--- config.mk ---
export PLATFORM = sky130hd
export DESIGN_NAME = hazard_unit_md_flat
export DESIGN_NICKNAME = d
export VERILOG_FILES = /design/src/rtl/hazard_pkg.sv /design/src/rtl/hazard_unit_md_if.sv /design/src/rtl/hazard_md_tracker.sv /design/src/rtl/hazard_unit_md.sv /design/src/flat_wrapper.sv
export SDC_FILE = /design/constraint.sdc
export NUM_CORES = 1
export LEC_CHECK = 0
export ABC_CLOCK_PERIOD_IN_PS = 4070
export CORE_UTILIZATION = 39
export CTS_CLUSTER_SIZE = 40
export DETAILED_ROUTE_END_ITERATION = 8
export GPL_ROUTABILITY_DRIVEN = 0
export PLACE_DENSITY = 0.79
export REMOVE_ABC_BUFFERS = 1
export SLEW_MARGIN = 40
export SYNTH_ARGS = -nofsm -noshare
export SYNTH_HDL_FRONTEND = slang
export SYNTH_HIERARCHICAL = 1
export SYNTH_SLANG_ARGS = --single-unit
export TNS_END_PERCENT = 20
--- constraint.sdc ---
create_clock -name clk -period 4.07 [get_ports clk]
set_clock_uncertainty 0.2 [all_clocks]
set_input_delay 1.221 -clock clk [delete_from_list [all_inputs] [get_ports clk]]
set_output_delay 1.221 -clock clk [all_outputs]
set_load 0.005 [all_outputs]
--- src/rtl/hazard_pkg.sv ---
// Shared types and constants for the hazard/forwarding unit and its MDU tracker.
// Forwarding selects match the ALU source mux encoding in the datapath.
package hazard_pkg;

  typedef enum logic {
    MD_IDLE = 1'b0,
    MD_BUSY = 1'b1
  } md_state_t;

  localparam logic [1:0] FWD_RF      = 2'd0;
  localparam logic [1:0] FWD_RESULTW = 2'd1;
  localparam logic [1:0] FWD_ALUOUTM = 2'd2;

endpackage

--- src/rtl/hazard_unit_md_if.sv ---
// Pipeline-control bundle between the datapath (master) and the hazard unit (slave).
// All fields are single-cycle qualified; the hazard unit answers combinationally.
interface hazard_unit_md_if #(
  parameter int RF_ADDR_WIDTH = 5
);

  logic                     BranchD, JD, JrD, ALUSrcD;
  logic                     MdOpD, MfhiloD;
  logic                     MdStartE, MdDivE;
  logic [RF_ADDR_WIDTH-1:0] RsD, RtD, RsE, RtE;
  logic [RF_ADDR_WIDTH-1:0] WriteRegE, WriteRegM, WriteRegW;
  logic                     RegWriteE, RegWriteM, RegWriteW;
  logic                     MemtoRegE, MemtoRegM;

  logic                     StallF, StallD, FlushE;
  logic                     ForwardAD, ForwardBD;
  logic [1:0]               ForwardAE, ForwardBE;
  logic                     MdBusy, HiLoWe;

  modport master (
    output BranchD, JD, JrD, ALUSrcD, MdOpD, MfhiloD, MdStartE, MdDivE,
    output RsD, RtD, RsE, RtE, WriteRegE, WriteRegM, WriteRegW,
    output RegWriteE, RegWriteM, RegWriteW, MemtoRegE, MemtoRegM,
    input  StallF, StallD, FlushE, ForwardAD, ForwardBD, ForwardAE, ForwardBE,
    input  MdBusy, HiLoWe
  );

  modport slave (
    input  BranchD, JD, JrD, ALUSrcD, MdOpD, MfhiloD, MdStartE, MdDivE,
    input  RsD, RtD, RsE, RtE, WriteRegE, WriteRegM, WriteRegW,
    input  RegWriteE, RegWriteM, RegWriteW, MemtoRegE, MemtoRegM,
    output StallF, StallD, FlushE, ForwardAD, ForwardBD, ForwardAE, ForwardBE,
    output MdBusy, HiLoWe
  );

endinterface

--- src/rtl/hazard_md_tracker.sv ---
// MDU busy-window tracker: a start in cycle t keeps mdBusy high for t+1..t+N,
// with hiLoWe marking the final cycle t+N. Starts seen while busy are ignored.
module hazard_md_tracker
  import hazard_pkg::*;
#(
  parameter int MUL_CYCLES = 4,
  parameter int DIV_CYCLES = 32
) (
  input  logic clk,
  input  logic rst,
  input  logic mdStartE,
  input  logic mdDivE,
  output logic mdBusy,
  output logic hiLoWe
);

  localparam int CW = (DIV_CYCLES > 1) ? $clog2(DIV_CYCLES) : 1;
  localparam logic [CW-1:0] MUL_LOAD = CW'(MUL_CYCLES - 1);
  localparam logic [CW-1:0] DIV_LOAD = CW'(DIV_CYCLES - 1);

  if (MUL_CYCLES < 2 || DIV_CYCLES < 2 || (MUL_CYCLES - 1) >= (2 ** CW)) begin : gBadLatency
    $error("hazard_md_tracker: MDU latencies must be >= 2 and fit the counter");
  end

  md_state_t     state, stateNext;
  logic [CW-1:0] cnt, cntNext;

  always_ff @(posedge clk or posedge rst) begin
    if (rst) begin
      state <= MD_IDLE;
      cnt   <= '0;
    end else begin
      state <= stateNext;
      cnt   <= cntNext;
    end
  end

  always_comb begin
    stateNext = state;
    cntNext   = cnt;
    case (state)
      MD_IDLE: begin
        if (mdStartE) begin
          stateNext = MD_BUSY;
          cntNext   = mdDivE ? DIV_LOAD : MUL_LOAD;
        end
      end
      MD_BUSY: begin
        if (cnt != '0) cntNext = cnt - CW'(1);
        else           stateNext = MD_IDLE;
      end
      default: begin
        stateNext = MD_IDLE;
        cntNext   = '0;
      end
    endcase
  end

  assign mdBusy = (state == MD_BUSY);
  assign hiLoWe = mdBusy && (cnt == '0);

endmodule

--- src/rtl/hazard_unit_md.sv ---
// Hazard detection and forwarding for the 5-stage core plus MDU busy tracking; outputs are
// combinational. HAZARD_PERF_CNT_EN adds StallCnt/MdStallCnt stall counters.
module hazard_unit_md
  import hazard_pkg::*;
#(
  parameter int RF_ADDR_WIDTH = 5,
  parameter int MUL_CYCLES    = 4,
  parameter int DIV_CYCLES    = 32,
  parameter int CNT_WIDTH     = 32
) (
  input  logic                 clk,
  input  logic                 rst,
  hazard_unit_md_if.slave      hz
`ifdef HAZARD_PERF_CNT_EN
  ,
  output logic [CNT_WIDTH-1:0] StallCnt,
  output logic [CNT_WIDTH-1:0] MdStallCnt
`endif
);

  if (CNT_WIDTH < 1) begin : gBadCnt
    $error("hazard_unit_md: CNT_WIDTH must be positive");
  end

  // A producer only hazards a consumer on a real (nonzero) register it writes.
  function automatic logic regHit(input logic en, input logic [RF_ADDR_WIDTH-1:0] src,
                                  input logic [RF_ADDR_WIDTH-1:0] dst);
    return en && (src != '0) && (src == dst);
  endfunction

  function automatic logic [1:0] fwdSel(input logic [RF_ADDR_WIDTH-1:0] src);
    if (regHit(hz.RegWriteM, src, hz.WriteRegM))      return FWD_ALUOUTM;
    else if (regHit(hz.RegWriteW, src, hz.WriteRegW)) return FWD_RESULTW;
    else                                              return FWD_RF;
  endfunction

  logic mdBusy, hiLoWe;
  logic lwStall, branchStall, jrStall, mdStall, stall;

  hazard_md_tracker #(
    .MUL_CYCLES (MUL_CYCLES),
    .DIV_CYCLES (DIV_CYCLES)
  ) uTracker (
    .clk      (clk),
    .rst      (rst),
    .mdStartE (hz.MdStartE),
    .mdDivE   (hz.MdDivE),
    .mdBusy   (mdBusy),
    .hiLoWe   (hiLoWe)
  );

  // Rt is only a source when the instruction uses it as a register operand.
  assign lwStall = hz.MemtoRegE && !hz.JD &&
                   (regHit(1'b1, hz.RsD, hz.RtE) ||
                    (!hz.ALUSrcD && !hz.JrD && regHit(1'b1, hz.RtD, hz.RtE)));

  assign branchStall = hz.BranchD &&
                       (regHit(hz.RegWriteE, hz.RsD, hz.WriteRegE) ||
                        regHit(hz.RegWriteE, hz.RtD, hz.WriteRegE) ||
                        regHit(hz.MemtoRegM, hz.RsD, hz.WriteRegM) ||
                        regHit(hz.MemtoRegM, hz.RtD, hz.WriteRegM));

  assign jrStall = hz.JrD &&
                   (regHit(hz.RegWriteE, hz.RsD, hz.WriteRegE) ||
                    regHit(hz.MemtoRegM, hz.RsD, hz.WriteRegM));

  // The HiLoWe cycle needs no stall: HI/LO is written at the end of it.
  assign mdStall = (hz.MfhiloD || hz.MdOpD) && (hz.MdStartE || (mdBusy && !hiLoWe));

  assign stall = lwStall || branchStall || jrStall || mdStall;

  assign hz.StallF    = stall;
  assign hz.StallD    = stall;
  assign hz.FlushE    = stall;
  assign hz.ForwardAD = regHit(hz.RegWriteM, hz.RsD, hz.WriteRegM);
  assign hz.ForwardBD = regHit(hz.RegWriteM, hz.RtD, hz.WriteRegM);
  assign hz.ForwardAE = fwdSel(hz.RsE);
  assign hz.ForwardBE = fwdSel(hz.RtE);
  assign hz.MdBusy    = mdBusy;
  assign hz.HiLoWe    = hiLoWe;

`ifdef HAZARD_PERF_CNT_EN
  always_ff @(posedge clk or posedge rst) begin
    if (rst) begin
      StallCnt   <= '0;
      MdStallCnt <= '0;
    end else begin
      if (stall)   StallCnt   <= StallCnt + CNT_WIDTH'(1);
      if (mdStall) MdStallCnt <= MdStallCnt + CNT_WIDTH'(1);
    end
  end
`endif

endmodule
--- src/flat_wrapper.sv ---
// flat-port wrapper written by rule: the top's interface ports become plain ports
module hazard_unit_md_flat import hazard_pkg::*;
#(
  parameter int RF_ADDR_WIDTH = 5,
  parameter int MUL_CYCLES    = 4,
  parameter int DIV_CYCLES    = 32,
  parameter int CNT_WIDTH     = 32
)
  (clk, rst, hz_BranchD, hz_JD, hz_JrD, hz_ALUSrcD, hz_MdOpD, hz_MfhiloD, hz_MdStartE, hz_MdDivE, hz_RsD, hz_RtD, hz_RsE, hz_RtE, hz_WriteRegE, hz_WriteRegM, hz_WriteRegW, hz_RegWriteE, hz_RegWriteM, hz_RegWriteW, hz_MemtoRegE, hz_MemtoRegM, hz_StallF, hz_StallD, hz_FlushE, hz_ForwardAD, hz_ForwardBD, hz_ForwardAE, hz_ForwardBE, hz_MdBusy, hz_HiLoWe);
  hazard_unit_md_if #(.RF_ADDR_WIDTH(RF_ADDR_WIDTH)) hz_i ();
  input  logic clk;
  input  logic rst;
  input wire logic [$bits(hz_i.BranchD)-1:0] hz_BranchD;
  input wire logic [$bits(hz_i.JD)-1:0] hz_JD;
  input wire logic [$bits(hz_i.JrD)-1:0] hz_JrD;
  input wire logic [$bits(hz_i.ALUSrcD)-1:0] hz_ALUSrcD;
  input wire logic [$bits(hz_i.MdOpD)-1:0] hz_MdOpD;
  input wire logic [$bits(hz_i.MfhiloD)-1:0] hz_MfhiloD;
  input wire logic [$bits(hz_i.MdStartE)-1:0] hz_MdStartE;
  input wire logic [$bits(hz_i.MdDivE)-1:0] hz_MdDivE;
  input wire logic [$bits(hz_i.RsD)-1:0] hz_RsD;
  input wire logic [$bits(hz_i.RtD)-1:0] hz_RtD;
  input wire logic [$bits(hz_i.RsE)-1:0] hz_RsE;
  input wire logic [$bits(hz_i.RtE)-1:0] hz_RtE;
  input wire logic [$bits(hz_i.WriteRegE)-1:0] hz_WriteRegE;
  input wire logic [$bits(hz_i.WriteRegM)-1:0] hz_WriteRegM;
  input wire logic [$bits(hz_i.WriteRegW)-1:0] hz_WriteRegW;
  input wire logic [$bits(hz_i.RegWriteE)-1:0] hz_RegWriteE;
  input wire logic [$bits(hz_i.RegWriteM)-1:0] hz_RegWriteM;
  input wire logic [$bits(hz_i.RegWriteW)-1:0] hz_RegWriteW;
  input wire logic [$bits(hz_i.MemtoRegE)-1:0] hz_MemtoRegE;
  input wire logic [$bits(hz_i.MemtoRegM)-1:0] hz_MemtoRegM;
  output wire logic [$bits(hz_i.StallF)-1:0] hz_StallF;
  output wire logic [$bits(hz_i.StallD)-1:0] hz_StallD;
  output wire logic [$bits(hz_i.FlushE)-1:0] hz_FlushE;
  output wire logic [$bits(hz_i.ForwardAD)-1:0] hz_ForwardAD;
  output wire logic [$bits(hz_i.ForwardBD)-1:0] hz_ForwardBD;
  output wire logic [$bits(hz_i.ForwardAE)-1:0] hz_ForwardAE;
  output wire logic [$bits(hz_i.ForwardBE)-1:0] hz_ForwardBE;
  output wire logic [$bits(hz_i.MdBusy)-1:0] hz_MdBusy;
  output wire logic [$bits(hz_i.HiLoWe)-1:0] hz_HiLoWe;
  assign hz_i.BranchD = hz_BranchD;
  assign hz_i.JD = hz_JD;
  assign hz_i.JrD = hz_JrD;
  assign hz_i.ALUSrcD = hz_ALUSrcD;
  assign hz_i.MdOpD = hz_MdOpD;
  assign hz_i.MfhiloD = hz_MfhiloD;
  assign hz_i.MdStartE = hz_MdStartE;
  assign hz_i.MdDivE = hz_MdDivE;
  assign hz_i.RsD = hz_RsD;
  assign hz_i.RtD = hz_RtD;
  assign hz_i.RsE = hz_RsE;
  assign hz_i.RtE = hz_RtE;
  assign hz_i.WriteRegE = hz_WriteRegE;
  assign hz_i.WriteRegM = hz_WriteRegM;
  assign hz_i.WriteRegW = hz_WriteRegW;
  assign hz_i.RegWriteE = hz_RegWriteE;
  assign hz_i.RegWriteM = hz_RegWriteM;
  assign hz_i.RegWriteW = hz_RegWriteW;
  assign hz_i.MemtoRegE = hz_MemtoRegE;
  assign hz_i.MemtoRegM = hz_MemtoRegM;
  assign hz_StallF = hz_i.StallF;
  assign hz_StallD = hz_i.StallD;
  assign hz_FlushE = hz_i.FlushE;
  assign hz_ForwardAD = hz_i.ForwardAD;
  assign hz_ForwardBD = hz_i.ForwardBD;
  assign hz_ForwardAE = hz_i.ForwardAE;
  assign hz_ForwardBE = hz_i.ForwardBE;
  assign hz_MdBusy = hz_i.MdBusy;
  assign hz_HiLoWe = hz_i.HiLoWe;
  hazard_unit_md #(.RF_ADDR_WIDTH(RF_ADDR_WIDTH), .MUL_CYCLES(MUL_CYCLES), .DIV_CYCLES(DIV_CYCLES), .CNT_WIDTH(CNT_WIDTH)) u_core (.clk(clk), .rst(rst), .hz(hz_i));
endmodule
==> results.cfg, run 1 <==
; implementation run metrics
[power_and_ir_drop]
p_sw_uw = 188
top_power_group = combinational logic
p_int_uw = 290
pwr-share-seq = 0.255
power_density_nw_per_um2 = 226
finalPower_uw = 478
pwr-share-comb = 0.639
power.share.switching = 0.394
clk-power_uw = 51.0
power.leakage_uw = 0.000949

[finish]
inv_count = 7
comb_area_um2 = 995
nClkBuffers = 3
comb_area_frac = 0.471
nNonClkBuffers = 104
final_nets = 285
stdcell_count = 262
final-clk-cell-share = 0.0107
regArea_um2 = 150
final_core_util = 0.823
area_growth_pct = 93.5
drive_gt1_frac = 0.362
flop-count = 6
buf_share = 0.417
nFillCells = 151
seq_share = 0.0710
multiInputCombCellCount = 112
final_cell_area_um2 = 2110
largestClassByArea = multi-input combinational cells
antenna_cells = 0
regMostFlops = u_core/uTracker/cnt

[floorplan]
dieArea_um2 = 3020
initCoreUtil = 0.425
rows = 18
io_pins = 61
die_x_um = 54.9
taps = 30
fp.coreArea_um2 = 2570

[setup_path]
crit_end = hz_StallD
cp_max_fo = 4
r2r-start = u_core/uTracker/cnt[0]$_DFFE_PP0P_
r2r_end = u_core/uTracker/cnt[0]$_DFFE_PP0P_
crit_path_start_kind = primary input
crit_path_end_kind = output port
cp_cell_sequence = clkdlybuf4s15_2 -> or4_4 -> nor2_4 -> buf_6 -> o41a_1 -> o2111ai_2 -> buf_2
slowest_delay_ns = 0.47
crit_family = simple AND/OR/NAND/NOR gates
slowest_stage = or4_4
crit_type = primary input to output port
critPathLaunch = hz_RtD[4]
cp_num_buf_inv = 3
path_depth = 7
ff2ff_path_depth = 5

[flow_run]
tool_warnings = 27

[global_routing]
grt_overflow_total = 0
grt_pass1_wl_mm = 6.29
grt_max_degree = 11
grt_use_total = 0.301
grt-busiest-layer = met2
grt_use_met1 = 0.366
antenna_found_initial = 0

[drt]
drt-pass1-iter-count = 4
via_count = 1426
wl_met3_um = 397
dr_wl_met2_mm = 2.16
drtIter0Drc = 29
vias_per_cell = 5.44
dr.max_layer_used = met4
post-route-drc-count = 0
routed_wirelength_mm = 4.66

[timing]
setup_tns_ns = -0.136
finalWorstSetupSlack_ns = -0.0453
maxSlewHeadroom = 0.800
setup_viol = 4
worst_pin_slew_ns = 0.298
hold_ws_ns = 0.380
finalHoldViolations = 0
fmax_mhz = 243

[placed_design]
placed_cell_area_um2 = 1970
dp.cells = 254

[synthesis]
yosysTopAreaCellShare = 0.241
flop_cell = dfrtp_1
syn_area_um2 = 1090
synth-edff-count = 0
ys_top_cells_by_area = xnor2_1 (24%), dfrtp_1 (14%), xor2_1 (14%)
ys_area_um2 = 1090
synthArstFlopShare = 1.00
top_cells_by_count = xnor2_1 (30), xor2_1 (17), inv_1 (7), dfrtp_1 (6)
syn_inst = 133
post-synth-top-count-cell = xnor2_1
yosysCellCount = 133
synth_cell_types = 39
ys_ff = 6

[min_path]
hold_class = flip-flop to flip-flop
min_delay_worst_endpoint = u_core/uTracker/cnt[1]$_DFFE_PP0P_
worstHoldStart = u_core/uTracker/cnt[1]$_DFFE_PP0P_
hold_path_depth = 1

[clock_tree]
clock.latency.late_pin_ns = 0.24
numCtsBuffers = 3
clock-sinks = 6
post-cts-setup-buffers = 3
cts_tree = done

[outcome]
status = finished, violations left
violations = setup timing
-- run 1: cell usage in the layout (no fill, tap or decap), drive strengths merged, types with 5 or more instances in the layout --
master	synthesis	routed
dfrtp	6	6
nor2	6	6
nand4	5	5
nand2	5	5
dlygate4sd2	0	19
xnor2	30	30
clkdlybuf4s50	0	22
inv	7	7
clkbuf	2	8
nor4	7	7
buf	6	50
xor2	17	17
-- run 1: logic make-up (layout without fill, tap and decap cells) --
family | count (synthesis) | in the layout | share of synthesized area
XOR/XNOR | 47 | 47 | 0.377
AND/OR/NAND/NOR | 45 | 45 | 0.270
AND-OR/OR-AND | 18 | 18 | 0.123
buffers and inverters | 15 | 114 | 0.0710
flip-flops | 6 | 6 | 0.137
adder cells (fa/ha/maj) | 1 | 1 | 0.0115
multiplexers | 1 | 1 | 0.0103
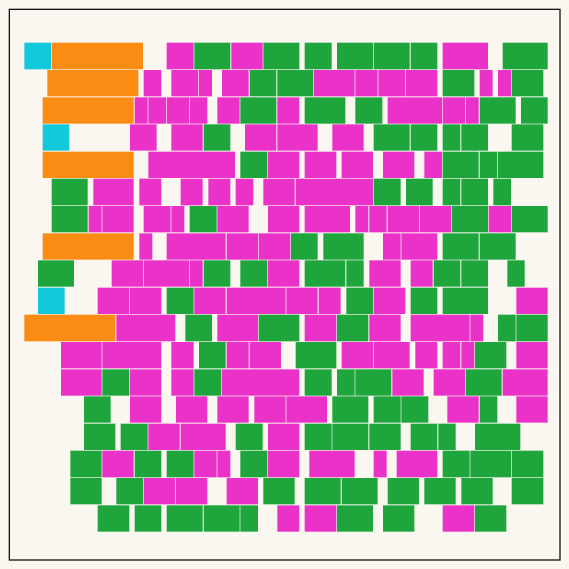
Fig. 1. Placed cells, one colour a class (run 1).
(10 px per um)
- magenta: combinational and other logic (cells 119; share of their area 49%)
- orange: sequential cells (cells 6; share of their area 7.2%)
- cyan: clock drivers (cells 3; share of their area 1.1%)
- green: remaining buffers and delay cells (cells 104; share of their area 42%)

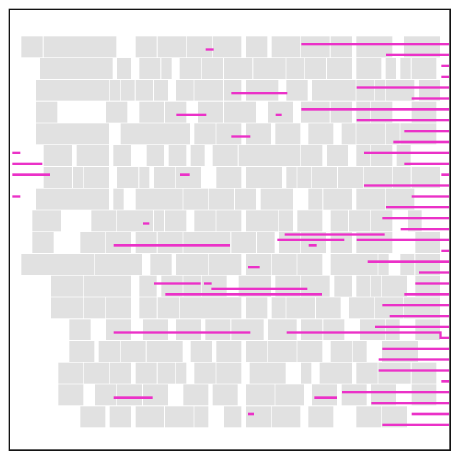
Fig. 2. M3 wires (run 1).
(8 px per um)
- nets with wire on the layer: 52
- longest straight run: 19.3 um

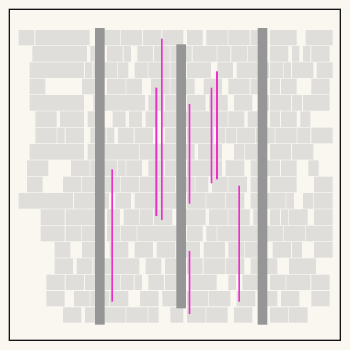
Fig. 3. M4 wires (run 1).
(6 px per um) Supply wires on this layer in grey.
- share of all routed wire: 3.3%
- wire length on this layer: 152 um
- nets with wire on the layer: 8

Fig. 4: run 1, I/O pins on the die edge
(6 px per um) Pins as bars across the die edge, other pins in grey.
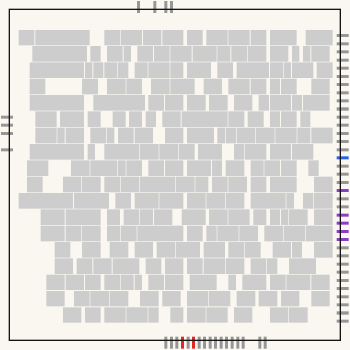

==> run 2, diff against run 1 <==
REMOVE_ABC_BUFFERS = not set   (was 1)
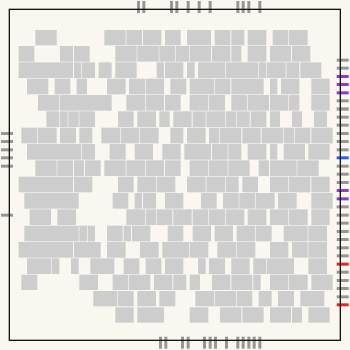
Fig. 5. I/O pins on the die edge (run 2).
(6 px per um) Pins as bars across the die edge, other pins in grey.
- red: hz_ForwardAE (pins 2; direction output; edge east)
- purple: hz_RsD (pins 5; direction input; edge east)
- blue: hz_MemtoRegE (pins 1; direction input; edge east)
- all pins by edge: 31 east, 13 south, 11 north, 6 west

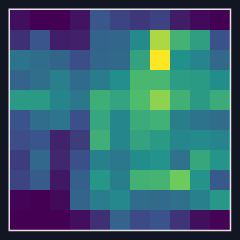
Fig. 6. Wiring heat map (run 2).
(4 px per um) The die is cut into 11 by 11 equal tiles; dark purple is low, yellow is high, scaled to the fullest tile. Values are wire area over tile area, all layers added.
- nearly empty tiles: 7.4%
- tiles over half the peak: 27%
- fullest tile: 0.58
- mean over tiles: 0.21

==> run 2 against run 1 <==
The flow still finishes with violations (setup timing). Sequential power hardly changed. Design area is 6.4% lower. Clock power is 7.6% higher. Setup slack better by 0.0063 ns. Highest routed layer unchanged.
==> results.cfg, run 2 <==
; implementation run metrics
[outcome]
status = finished, violations left
violations = setup timing

[drt]
via_count = 1339
routed_wirelength_mm = 3.88
drt-pass1-iter-count = 4
wl_per_cell_um = 15.2
post-route-drc-count = 0
ant_nets = 0
vias_per_cell = 5.25
drtIter0Drc = 29

[synthesis]
top_cells_by_count = xnor2_1 (30), xor2_1 (17), inv_1 (7), dfrtp_1 (6)
synthArstFlopShare = 1.00
fp_nets = 184
yosysTopAreaCellShare = 0.241
netlist_logic_family_top = XOR/XNOR gates
ys_top_cells_by_area = xnor2_1 (24%), dfrtp_1 (14%), xor2_1 (14%)
ys_ff = 6
syn_avg_cell_area_um2 = 8.21
adder_share = 0.0115
synth_warnings = 6
ys_sh_xor = 0.377
ys_area_um2 = 1090
ys_sh_simple = 0.270
post-synth-top-count-cell = xnor2_1
synth.area.mux_share = 0.0103
syn_area_um2 = 1090
syn_inst = 133
yosysTopAreaCell = xnor2_1
synth-compound-area-share = 0.123
yosysCellCount = 133
flop_cell = dfrtp_1
synth_cell_types = 39
synth-edff-count = 0
ys_seq_frac = 0.137

[min_path]
worstHoldStart = u_core/uTracker/cnt[1]$_DFFE_PP0P_
hold_path_depth = 1
hold_class = flip-flop to flip-flop
min_delay_worst_endpoint = u_core/uTracker/cnt[1]$_DFFE_PP0P_

[floorplan]
taps = 30
initCoreUtil = 0.425
fp.coreArea_um2 = 2570
die_x_um = 54.9
rows = 18
io_pins = 61
dieHeight_um = 54.9
dieArea_um2 = 3020

[setup_path]
critPathLaunch = hz_RtD[2]
r2r_setup_slack_ns = 2.42
r2r-start = u_core/uTracker/cnt[0]$_DFFE_PP0P_
crit_end = hz_StallF
crit_type = primary input to output port
crit_required_ns = 2.65
cp_max_fo = 4
crit_path_start_kind = primary input
r2r_end = u_core/uTracker/cnt[0]$_DFFE_PP0P_
crit_path_end_kind = output port
cp.arrival_ns = 2.69
ff2ff_path_depth = 5

[finish]
drive_gt1_frac = 0.284
final_cell_area_um2 = 1980
multiInputCombCellCount = 112
largestClassByArea = multi-input combinational cells
antenna_cells = 0
comb_area_frac = 0.464
lay_top_count = buf_4
final-clk-cell-share = 0.0114
seq_share = 0.0759
inv_count = 7
nNonClkBuffers = 97
stdcell_count = 255
regArea_um2 = 150
nClkBuffers = 3
area_growth_pct = 81.1
nFillCells = 195
comb_area_um2 = 918
regMostFlops = u_core/uTracker/cnt
final_cell_mix = buf_4 (37), xnor2_1 (30), clkdlybuf4s50_1 (26)
flop-count = 6
buf_share = 0.416
final_nets = 278
final_core_util = 0.770
largest_reg_flops = 5

[timing]
worst_pin_slew_ns = 0.305
finalHoldViolations = 0
hold_ws_ns = 0.354
finalWorstSetupSlack_ns = -0.0390
period_needed_ns = 4.11
maxSlewHeadroom = 0.795
slew_viol_final = 0
rsz0062_at_grt = true
setup_viol = 4
fmax_mhz = 243
finalCritPeriodShare = 1.01
setup_tns_ns = -0.139

[power_and_ir_drop]
ir_drop_mv = 0.296
power_density_nw_per_um2 = 232
power.leakage_uw = 0.000856
finalPower_uw = 459

[clock_tree]
clockBufferDepth = 2
htree_levels = 1
clock-sinks = 6
post-cts-setup-buffers = 1
hold_buffers = 0
clock.latency.late_pin_ns = 0.25
cts.clk_slew.worst_paths_ns = 0.04
cts_tree = done
root_buffer = clkbuf_4
ctsResizeCount = 61
numCtsBuffers = 3

[flow_run]
maxCapViolCount = 0
tool_warnings = 27

[global_routing]
antenna_found_initial = 0
grt_pass1_vias = 1263
grt_overflow_total = 0
grt_max_degree = 11
grt_pass1_wl_mm = 5.55
grt_use_total = 0.259

[placed_design]
dp.cells = 250
port_buffers = 60
dp.final_hpwl_mm = 3.06
placed_cell_area_um2 = 1940
place_worst_setup_slack_ns = -0.592
-- run 2: cell counts after synthesis --
Identical to the previous run, type by type.
-- run 2: metal layers --
layer	GRT usage	vias to the layer above	share of wire	wire length (um)
met5	0	-	0	0
met4	0.0833	0	0.0072	28
met3	0.0137	3	0.089	346
met2	0.486	67	0.48	1840
met1	0.311	617	0.43	1660
li1	-	652	-	-
-- run 2: where the power goes --
part	total (uW)	switching [uW]	internal (uW)
sequential	120	32.9	86.6
combinational	285	121	164
clock	54.9	21.5	33.3
total	459	176	284
-- run 2: critical path, stage by stage --
cell and delay, ns:
clkdlybuf4s15_2 0.21, or4_1 0.54, nor2_2 0.17, nor4_1 0.07
o21ai_1 0.17, o2111ai_2 0.14, buf_2 0.16
Fig. 7: run 2, clock routing
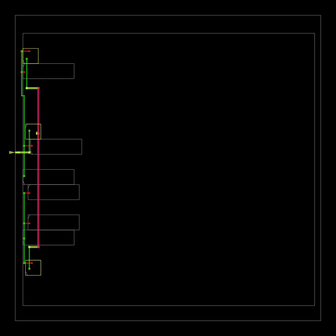

==> run 3, diff against run 2 <==
CELL_PAD_IN_SITES_DETAIL_PLACEMENT = 1   (was not set)
CELL_PAD_IN_SITES_GLOBAL_PLACEMENT = 2   (was not set)
CORE_UTILIZATION = 20   (was 39)
PLACE_DENSITY = 0.77   (was 0.79)
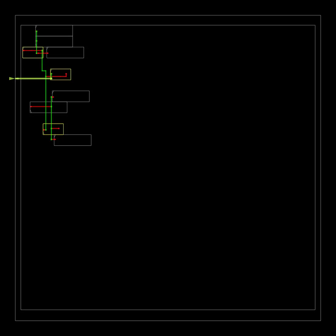
Fig. 8. Clock routing (run 3).
CLK BUF: 3
Clk. pwr: 84.1 uW
CTS buffer count: 3
Late-Pin Clk Latency: 0.22 ns
flip-flops: 6

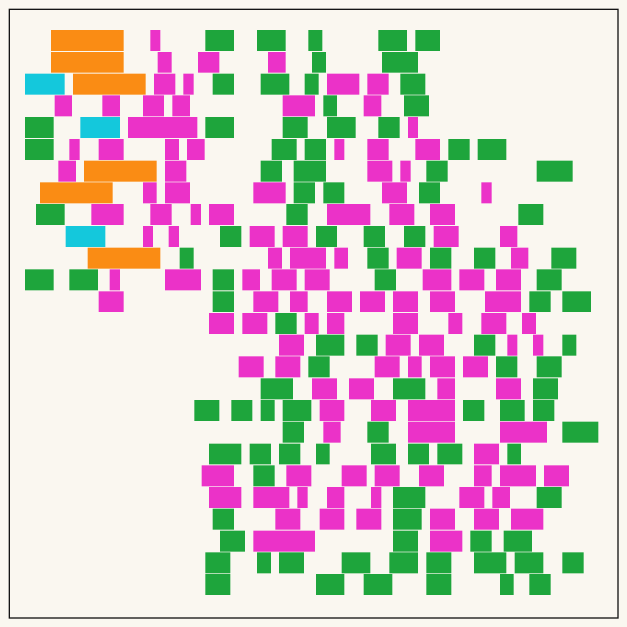
Fig. 9. Placed cells, one colour a class (run 3).
(8 px per um)
- green: remaining buffers and delay cells (cells 103; share of their area 43%)
- orange: sequential cells (cells 6; share of their area 7.4%)
- magenta: combinational and other logic (cells 119; share of their area 48%)
- cyan: clock drivers (cells 3; share of their area 2.0%)

==> run 3 against run 2 <==
The run now ends clean. Total power grew 8.6%. Worst hold slack gained 0.0087 ns. Via count shrank 1.4%. Synthesized area is the same. Clock-buffer cell count is the same. Highest routed layer unchanged.
==> results.cfg, run 3 <==
; implementation run metrics
[setup_path]
r2r-start = u_core/uTracker/cnt[0]$_DFFE_PP0P_
r2r_end = u_core/uTracker/cnt[0]$_DFFE_PP0P_
slowest_delay_ns = 0.43
cp.arrival_ns = 2.61
r2r_setup_slack_ns = 2.45
ff2ff_path_depth = 5
crit_family = simple AND/OR/NAND/NOR gates
slowest_stage = or4_4

[drt]
post-route-drc-count = 0
drt-pass1-iter-count = 4
vias_per_cell = 4.39
wl_per_cell_um = 14.8
via_count = 1320
wl_met3_um = 119

[clock_tree]
clockBufferDepth = 2
ctsResizeCount = 79
cts_tree = done
clock-sinks = 6
post-cts-setup-buffers = 5
hold_buffers = 0
root_buffer = clkbuf_8

[finish]
area_growth_pct = 94.4
antenna_cells = 0
inv_count = 7
comb_area_frac = 0.448
final_core_util = 0.410
regArea_um2 = 150
nFillCells = 624
nNonClkBuffers = 103
final_cell_area_um2 = 2120
comb_area_um2 = 952
largestClassByArea = multi-input combinational cells
buf_share = 0.408
final_cell_mix = buf_4 (39), xnor2_1 (28), dlygate4sd2_1 (22)
drive_gt1_frac = 0.342

[synthesis]
syn_area_um2 = 1090
synth_cell_types = 39
post-synth-top-count-cell = xnor2_1
yosysTopAreaCellShare = 0.241
synthArstFlopShare = 1.00
flop_cell = dfrtp_1
synth_warnings = 6
ys_top_cells_by_area = xnor2_1 (24%), dfrtp_1 (14%), xor2_1 (14%)
ys_ff = 6
adder_share = 0.0115
top_cells_by_count = xnor2_1 (30), xor2_1 (17), inv_1 (7), dfrtp_1 (6)
synth-compound-area-share = 0.123
syn_avg_cell_area_um2 = 8.21

[power_and_ir_drop]
power_combinational_uw = 295
p_sw_uw = 181
pwr-share-seq = 0.240
pwr-share-comb = 0.591
finalPower_uw = 499
clock_power_share = 0.168
power_density_nw_per_um2 = 235

[outcome]
status = finished clean

[min_path]
hold_path_depth = 1
min_delay_worst_endpoint = u_core/uTracker/cnt[1]$_DFFE_PP0P_
worstHoldStart = u_core/uTracker/cnt[1]$_DFFE_PP0P_

[floorplan]
dieArea_um2 = 5760
io_pins = 61
die_x_um = 75.9
rows = 26
initCoreUtil = 0.211
dieHeight_um = 75.9

[global_routing]
use_met3 = 0.0145
grt_use_met1 = 0.187
grt_pass1_vias = 1508
grt_overflow_total = 0
grt-busiest-layer = met2

[timing]
setup_tns_ns = 0
finalWorstSetupSlack_ns = 0.0372
worst_pin_slew_ns = 0.326
finalCritPeriodShare = 0.991
rsz0062_at_grt = true

[flow_run]
maxCapViolCount = 0
run 3: cell counts after synthesis:
No cell type changed its count.
run 3: per-stage QoR:
stage          hold slack [ns]  std cells
3_5_place_dp             0.351        294
2_1_floorplan            0.321        133
6_report                 0.363        301
4_1_cts                  0.370        301
3_3_place_gp             0.354        294
5_1_grt                  0.390        301
run 3: worst max path at each step:
stage | slack (ns) | from | endpoint
final | 0.04 | hz_RtD[1] | hz_StallD
after global routing | -0.01 | hz_RsE[4] | hz_ForwardAE[0]
after CTS | 0.0002 | hz_WriteRegM[4] | hz_FlushE
after detailed placement | -0.74 | hz_RtD[2] | hz_FlushE
after global placement | -0.71 | hz_WriteRegM[4] | hz_FlushE
after floorplan | 0.25 | hz_RtD[1] | hz_StallD
Power is estimated from default activity; no workload was simulated.
